--- src/rtl/sym_output_ctrl_if.sv ---
// Handshake/bus bundle for sym_output_ctrl: lookup control in, FIFO head and status out.
interface sym_output_ctrl_if #(
    parameter int SYM_W = 8,
    parameter int CNT_W = 16
);
    logic             chsent;
    logic [SYM_W-1:0] sym_in;
    logic             clr_err;
    logic             out_ready;
    logic             out_valid;
    logic [SYM_W-1:0] out_data;
    logic             busy;
    logic             full;
    logic             done;
    logic             dict_error;
    logic [CNT_W-1:0] sym_count;

    modport master (
        output chsent, sym_in, clr_err, out_ready,
        input  out_valid, out_data, busy, full, done, dict_error, sym_count
    );
    modport slave (
        input  chsent, sym_in, clr_err, out_ready,
        output out_valid, out_data, busy, full, done, dict_error, sym_count
    );
endinterface

--- src/rtl/sym_output_ctrl.sv ---
// Dictionary lookup sequencer feeding a small symbol FIFO; optional saturating
// push counter enabled by macro SYM_OUTPUT_CTRL_SYMCNT_EN.
module sym_output_ctrl #(
    parameter int SYM_W      = 8,
    parameter int LOOKUP_LAT = 2,
    parameter int DEPTH      = 4,
    parameter int CNT_W      = 16
) (
    input logic               clk,
    input logic               n_rst,
    sym_output_ctrl_if.slave  bus
);
    localparam int AW = $clog2(DEPTH);
    localparam int CW = AW + 1;
    localparam logic [CW-1:0] DEPTH_C = CW'(DEPTH);

    localparam logic [2:0] IDLE = 3'd0;
    localparam logic [2:0] WAIT = 3'd1;
    localparam logic [2:0] LOAD = 3'd2;
    localparam logic [2:0] HOLD = 3'd3;
    localparam logic [2:0] ERR  = 3'd4;

    logic [2:0]       state;
    logic [2:0]       wait_cnt;
    logic [SYM_W-1:0] hold_q;
    logic [SYM_W-1:0] mem [DEPTH];
    logic [AW-1:0]    rd_ptr, wr_ptr;
    logic [CW-1:0]    count;
    logic             done_q;

    logic             pop, push, push_ok;
    logic [SYM_W-1:0] push_data;

    assign pop     = (count != '0) && bus.out_ready;
    // A pop in the same cycle frees the slot the push needs.
    assign push_ok = (count < DEPTH_C) || pop;

    always_comb begin
        push      = 1'b0;
        push_data = bus.sym_in;
        case (state)
            LOAD: push = (bus.sym_in != '0) && push_ok;
            HOLD: begin
                push      = push_ok;
                push_data = hold_q;
            end
            default: ;
        endcase
    end

    always_ff @(posedge clk) begin
        if (!n_rst) begin
            state    <= IDLE;
            wait_cnt <= '0;
            hold_q   <= '0;
            done_q   <= 1'b0;
        end else begin
            done_q <= push;
            case (state)
                IDLE: if (bus.chsent) begin
                    state    <= WAIT;
                    wait_cnt <= 3'(LOOKUP_LAT);
                end
                WAIT: begin
                    if (wait_cnt == 3'd1) state <= LOAD;
                    wait_cnt <= wait_cnt - 3'd1;
                end
                LOAD: begin
                    hold_q <= bus.sym_in;
                    if (bus.sym_in == '0) state <= ERR;
                    else if (push)        state <= IDLE;
                    else                  state <= HOLD;
                end
                HOLD: if (push) state <= IDLE;
                ERR: begin
                    if (bus.chsent) begin
                        state    <= WAIT;
                        wait_cnt <= 3'(LOOKUP_LAT);
                    end else if (bus.clr_err) begin
                        state <= IDLE;
                    end
                end
                default: state <= IDLE;
            endcase
        end
    end

    always_ff @(posedge clk) begin
        if (push) mem[wr_ptr] <= push_data;
    end

    always_ff @(posedge clk) begin
        if (!n_rst) begin
            rd_ptr <= '0;
            wr_ptr <= '0;
            count  <= '0;
        end else begin
            if (push) wr_ptr <= wr_ptr + 1'b1;
            if (pop)  rd_ptr <= rd_ptr + 1'b1;
            if (push && !pop)      count <= count + 1'b1;
            else if (!push && pop) count <= count - 1'b1;
        end
    end

    assign bus.out_valid  = (count != '0);
    // Head is gated so stale storage never shows after reset or drain.
    assign bus.out_data   = bus.out_valid ? mem[rd_ptr] : '0;
    assign bus.full       = (count == DEPTH_C);
    assign bus.busy       = (state == WAIT) || (state == LOAD) || (state == HOLD);
    assign bus.done       = done_q;
    assign bus.dict_error = (state == ERR);

`ifdef SYM_OUTPUT_CTRL_SYMCNT_EN
    logic [CNT_W-1:0] cnt_q;
    always_ff @(posedge clk) begin
        if (!n_rst)                    cnt_q <= '0;
        else if (push && cnt_q != '1)  cnt_q <= cnt_q + 1'b1;
    end
    assign bus.sym_count = cnt_q;
`else
    assign bus.sym_count = '0;
`endif

endmodule
--- src/flat_wrapper.sv ---
// flat-port wrapper written by rule: the top's interface ports become plain ports
module sym_output_ctrl_flat 
#(
    parameter int SYM_W      = 8,
    parameter int LOOKUP_LAT = 2,
    parameter int DEPTH      = 4,
    parameter int CNT_W      = 16
)
  (clk, n_rst, bus_chsent, bus_sym_in, bus_clr_err, bus_out_ready, bus_out_valid, bus_out_data, bus_busy, bus_full, bus_done, bus_dict_error, bus_sym_count);
  sym_output_ctrl_if #(.SYM_W(SYM_W), .CNT_W(CNT_W)) bus_i ();
  input logic clk;
  input logic n_rst;
  input wire logic [$bits(bus_i.chsent)-1:0] bus_chsent;
  input wire logic [$bits(bus_i.sym_in)-1:0] bus_sym_in;
  input wire logic [$bits(bus_i.clr_err)-1:0] bus_clr_err;
  input wire logic [$bits(bus_i.out_ready)-1:0] bus_out_ready;
  output wire logic [$bits(bus_i.out_valid)-1:0] bus_out_valid;
  output wire logic [$bits(bus_i.out_data)-1:0] bus_out_data;
  output wire logic [$bits(bus_i.busy)-1:0] bus_busy;
  output wire logic [$bits(bus_i.full)-1:0] bus_full;
  output wire logic [$bits(bus_i.done)-1:0] bus_done;
  output wire logic [$bits(bus_i.dict_error)-1:0] bus_dict_error;
  output wire logic [$bits(bus_i.sym_count)-1:0] bus_sym_count;
  assign bus_i.chsent = bus_chsent;
  assign bus_i.sym_in = bus_sym_in;
  assign bus_i.clr_err = bus_clr_err;
  assign bus_i.out_ready = bus_out_ready;
  assign bus_out_valid = bus_i.out_valid;
  assign bus_out_data = bus_i.out_data;
  assign bus_busy = bus_i.busy;
  assign bus_full = bus_i.full;
  assign bus_done = bus_i.done;
  assign bus_dict_error = bus_i.dict_error;
  assign bus_sym_count = bus_i.sym_count;
  sym_output_ctrl #(.SYM_W(SYM_W), .LOOKUP_LAT(LOOKUP_LAT), .DEPTH(DEPTH), .CNT_W(CNT_W)) u_core (.clk(clk), .n_rst(n_rst), .bus(bus_i));
endmodule
--- config.mk ---
export PLATFORM = sky130hd
export DESIGN_NAME = sym_output_ctrl_flat
export DESIGN_NICKNAME = d
export VERILOG_FILES = /design/src/rtl/sym_output_ctrl_if.sv /design/src/rtl/sym_output_ctrl.sv /design/src/flat_wrapper.sv
export SDC_FILE = /design/constraint.sdc
export NUM_CORES = 1
export LEC_CHECK = 0
export ABC_AREA = 1
export ABC_CLOCK_PERIOD_IN_PS = 3110
export CORE_MARGIN = 10
export CORE_UTILIZATION = 50
export DETAILED_ROUTE_END_ITERATION = 10
export GPL_TIMING_DRIVEN = 1
export PLACE_DENSITY = 0.75
export REMOVE_ABC_BUFFERS = 1
export SETUP_SLACK_MARGIN = 0.02
export SYNTH_ARGS = -nofsm -noshare
export SYNTH_HDL_FRONTEND = slang
export SYNTH_SLANG_ARGS = --single-unit
--- constraint.sdc ---
create_clock -name clk -period 3.11 [get_ports clk]
set_input_delay 0.622 -clock clk [delete_from_list [all_inputs] [get_ports clk]]
set_output_delay 0.622 -clock clk [all_outputs]
set_load 0.01 [all_outputs]
### The metal 1 layer, run 1

(4 px per um) Supply wires on this layer in grey.
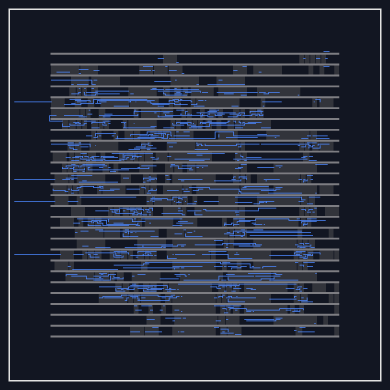
share of all routed wire: 40%
wire length on this layer: 1,980 um
main direction: horizontal
longest straight run: 18.9 um
nets with wire on the layer: 291

### M2 wires, run 1

(4 px per um)
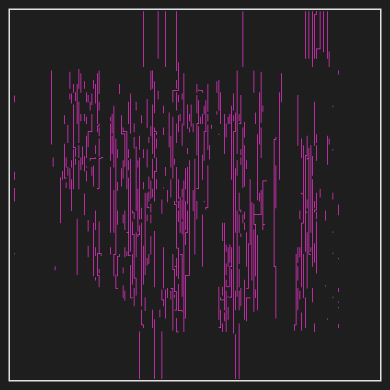
longest straight run: 50.4 um
nets with wire on the layer: 259

### Metal 3, run 1

(6 px per um)
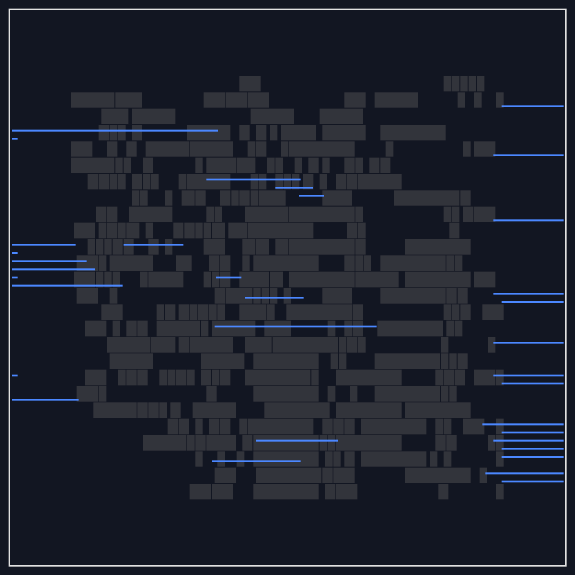
share of all routed wire: 7.4%
nets with wire on the layer: 30
longest straight run: 34.0 um

### Clock wires, drivers and flops, run 1

(3 px per um)
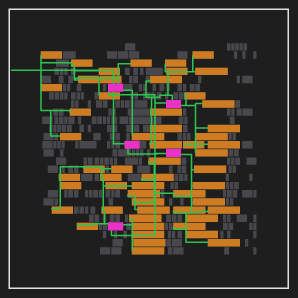
[flip-flops] orange | count: 56
[clock-net drivers] magenta | count: 5
[clock wires] green | length: 602 um
routed clock nets: 6

==> impl_metrics.tcl, run 1 <==
# place-and-route summary
set metrics [dict create \
    post_drt_wl_per_cell_um 12.94 \
    grt_pass1_vias 1838 \
    min_path_cells 2 \
    sh_comb_area 0.3200 \
    cts_setup_buffers 0 \
    numSynthFlops 56 \
    top_regs "u_core.mem (32), u_core.hold_q (8)" \
    r2r_start "u_core.state[2]$_SDFFE_PN0P_" \
    comb_area_um2 950.9 \
    fp.dieH_um 92.53 \
    area_share_nonclk_buffers 0.08674 \
    met2_usage 0.2124 \
    avgSynthCellArea_um2 9.100 \
    clkCellAreaFrac 0.03579 \
    min_path_type "register to register" \
    cts_buffers 5 \
    met2WireLength_mm 2.537 \
    fmax_mhz 369.4 \
    warnings 29 \
    met3_length_um 368 \
    grt_overflow_total 0 \
    grt_usage 0.1206 \
    gp_congestion 0.8157 \
    crit_arrival_ns 2.09 \
    ir_drop_uv 341.4 \
    ys_warn_count 0 \
    clock_latency_ns 0.31 \
    ff_count 56 \
    grt_use_met1 0.1285 \
    dieWidth_um 92.53 \
    power_mw 2.040 \
    rows 26 \
    seq_share 0.4851 \
    ys_sh_xor 0.003330 \
    cts_tree "yes" \
    syn_area_um2 2630 \
    r2r_setup_slack_ns 0.68 \
    areaGrowthSynthToFinish_pct 12.99 \
    final_common_cell "nor2_1" \
    drt-vias-per-instance 4.825 \
    p_per_area_nw_per_um2 686.5 \
    min_period_over_period 0.8704 \
    cts_root_buf "clkbuf_8" \
    area_leaders "edfxtp_1 37%, dfxtp_1 18%, o21ai_0 7.6%" \
    status "finished clean" \
    crit_path_end_kind "output pin" \
    setup_slack_ns 0.4030 \
    die-area_um2 8561 \
    seq_area_frac_synth 0.5480 \
    yosys.cell_count.top_type "nor2_1" \
    inv_count 34 \
    required_ns 2.49 \
    crit_type "register to output pin" \
    drt_wl_total_mm 4.956 \
    layout_min_cycle_time_ns 2.707 \
    n_all_buffers 26 \
    async_flop_share 0 \
    slew_violations 0 \
    ys_sh_adder 0.04091 \
    netlist_instances 289 \
    ys_cells 289 \
    largest_cell_class "sequential cells" \
    antenna_cells 0 \
    top_layer_used "met4" \
    crit_end "bus_out_data[2]" \
    synth.distinct_cells 26 \
    drive_above_1_share 0.06709 \
    top_register "u_core.mem" \
    grt_max_degree 20 \
    ant_nets 0 \
    portBuffers 25 \
    largest_reg_flops 32 \
    grt-busiest-layer "met2" \
    ios 42 \
    top_logic_kind "simple AND/OR/NAND/NOR gates" \
    hold_start "u_core.rd_ptr[1]$_SDFFE_PN0P_" \
    num_tap_cells 70 \
    ys_sh_simple 0.1589 \
    floorplan.core_util 0.5149 \
    worst_slew_pin_slew_ns 0.5995 \
    top_cells_by_count "47 x nor2_1, 40 x o21ai_0, 32 x edfxtp_1" \
    hold_viol_final 0 \
    hold_buffers 0 \
    regArea_um2 1441 \
    skew_ns 0.005897 \
]
==> run 1: critical path, cell delays in order, from the launching register on <==
cell	delay, ns
dfxtp_1	0.70
inv_2	0.25
o21ai_0	0.21
a21oi_1	0.11
clkdlybuf4s50_1	0.51
==> run 1: report_power, final <==
group	internal [mW]	switching, mW
logic	0.299	0.354
registers	0.845	0.0798
clock network	0.241	0.222
==> run 1: metrics by stage <==
stage	hold WS, ns	utilization	area (um^2)	cells
global route	0.5310	0.5818	2972	383
detailed placement	0.4676	0.5610	2865	375
finish	0.4880	0.5818	2972	383
CTS	0.4958	0.5818	2972	383
global placement	0.4550	0.5610	2865	375
floorplan	0.4356	-	2520	279
### Routing congestion map, run 1

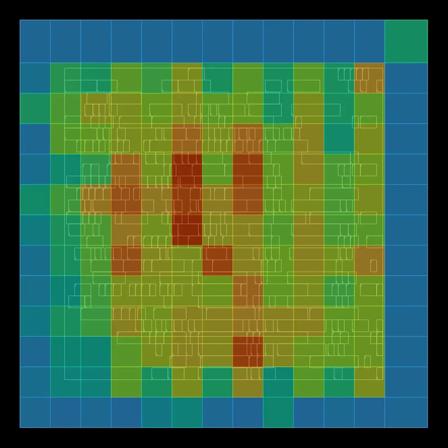

--- run 2 (diff from run 1) ---
--- a/config.mk
+++ b/config.mk
@@ -8,10 +8,9 @@
 export ABC_AREA = 1
 export ABC_CLOCK_PERIOD_IN_PS = 3110
 export CORE_MARGIN = 10
-export CORE_UTILIZATION = 50
+export CORE_UTILIZATION = 32
 export DETAILED_ROUTE_END_ITERATION = 10
 export GPL_TIMING_DRIVEN = 1
-export PLACE_DENSITY = 0.75
 export REMOVE_ABC_BUFFERS = 1
 export SETUP_SLACK_MARGIN = 0.02
 export SYNTH_ARGS = -nofsm -noshare
### Routing congestion map, run 2

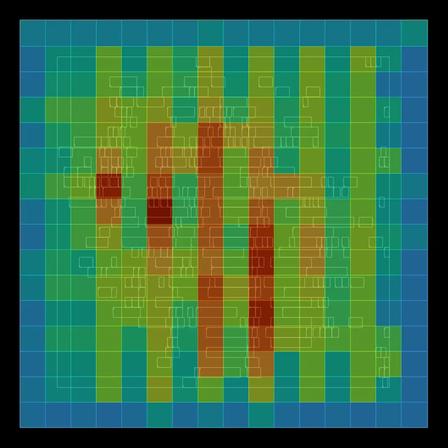
Avg WL per Cell: 12.26 um
Final Util: 0.3717
met2 Use GR: 0.1423
met3 Use GR: 0.03030
GRT busiest layer: met2

==> run 2 against run 1 <==
Effect of this change: fmax down 3.8%; global-route usage decreased by 3.8 points; critical path type unchanged; non-clock buffer count grew 1; via count is 0.76% lower; die area rose by 43%; register-to-register slack about the same; clock power is 12% lower; worst setup slack lost 0.11 ns; design area is 1.2% higher; first-iteration DRC count down 71%.
==> impl_metrics.tcl, run 2 <==
# place-and-route summary
set metrics [dict create \
    drt-vias-per-instance 4.377 \
    drive_above_1_share 0.07643 \
    crit_arrival_ns 2.19 \
    synth.distinct_cells 26 \
    ant_nets 0 \
    crit_path_end_kind "output pin" \
    floorplan.core_util 0.3250 \
    top_regs "u_core.mem (32), u_core.hold_q (8)" \
    top_cells_by_count "47 x nor2_1, 40 x o21ai_0, 32 x edfxtp_1" \
    ctsResizeCount 0 \
    gp_congestion 0.7756 \
    required_ns 2.49 \
    cts_tree "yes" \
    cts_setup_buffers 0 \
    skew_ns 0.004023 \
    hold_start "u_core.rd_ptr[1]$_SDFFE_PN0P_" \
    drt-pass1-iter-count 4 \
    r2r_setup_slack_ns 0.67 \
    grt_use_met1 0.09306 \
    grt_pass1_vias 1716 \
    dieWidth_um 110.7 \
    crit_cells 4 \
    wl_met1_mm 2.266 \
    worst_slew_pin_slew_ns 0.6386 \
    min_path_cells 2 \
    met3_length_um 311 \
    antenna_cells 0 \
    yosys.cell_count.top_type "nor2_1" \
    ys_sh_adder 0.04091 \
    ios 42 \
    top_layer_used "met4" \
    area_leaders "edfxtp_1 37%, dfxtp_1 18%, o21ai_0 7.6%" \
    crit_path_max_incr_delay_ns 0.74 \
    crit_end "bus_out_data[5]" \
    numSynthFlops 56 \
    hold_ws_ns 0.4731 \
    avgSynthCellArea_um2 9.100 \
    min_to "u_core.rd_ptr[1]$_SDFFE_PN0P_" \
    finalNonFillerCells 419 \
    fmax_mhz 355.4 \
    hold_buffers 0 \
    p_per_area_nw_per_um2 663.0 \
    clock_latency_ns 0.30 \
    layout_min_cycle_time_ns 2.814 \
    seq_area_frac_synth 0.5480 \
    slew_violations 0 \
    cts_buffers 5 \
    areaGrowthSynthToFinish_pct 14.37 \
    grt_overflow_total 0 \
    cp_slowest_cell "dfxtp_1" \
    dpl_cell_area_um2 2917 \
    status "finished clean" \
    warnings 29 \
    rows 33 \
    cts_root_buf "clkbuf_8" \
    top_logic_kind "simple AND/OR/NAND/NOR gates" \
    ys_sh_simple 0.1589 \
    crit_type "register to output pin" \
    grt_max_degree 20 \
    final_common_cell "nor2_1" \
    ys_cells 289 \
    syn_area_um2 2630 \
    top_register "u_core.mem" \
    setup_slack_ns 0.2959 \
    ys_sh_xor 0.003330 \
    min_path_type "register to register" \
    cpLargestDelayFamily "buffers and inverters" \
    largest_reg_flops 32 \
    met2WireLength_mm 2.517 \
    netlist_instances 289 \
    ir_drop_uv 182.7 \
    power_mw 1.994 \
    portBuffers 25 \
    hold_viol_final 0 \
]
### Clock wires, drivers and flops, run 2

(2 px per um)
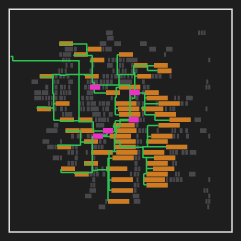
[clock-net drivers] magenta | count: 5
[clock wires] green | length: 653 um
[flip-flops] orange | count: 56
routed clock nets: 6

[run 2: cell counts after synthesis]
Identical to the previous run, type by type.
[run 2: layout make-up]
cell class	count	area, um^2
Clock inverter	3	22.52
Sequential cell	56	1441
Timing Repair Buffer	27	265.3
Clock buffer	5	68.82
Inverter	34	127.6
Fill cell	827	5085
Tap cell	105	131.4
Multi-Input combinational cell	189	950.9
[run 2: cell families after synthesis]
group | Yosys count
simple gates | 93
flops | 56
xor+xnor | 1
other cells | 1
fa+ha+maj | 8
buf+inv | 59
compound gates | 71
[run 2: power by group]
group / switching (mW) / total, mW / internal [mW] / leakage, nW
clock network: 0.247 / 0.409 / 0.162 / 0.0485
logic: 0.359 / 0.661 / 0.301 / 0.617
registers: 0.0794 / 0.924 / 0.845 / 0.485
No activity file was given, so power comes from the tool's default toggle rates.
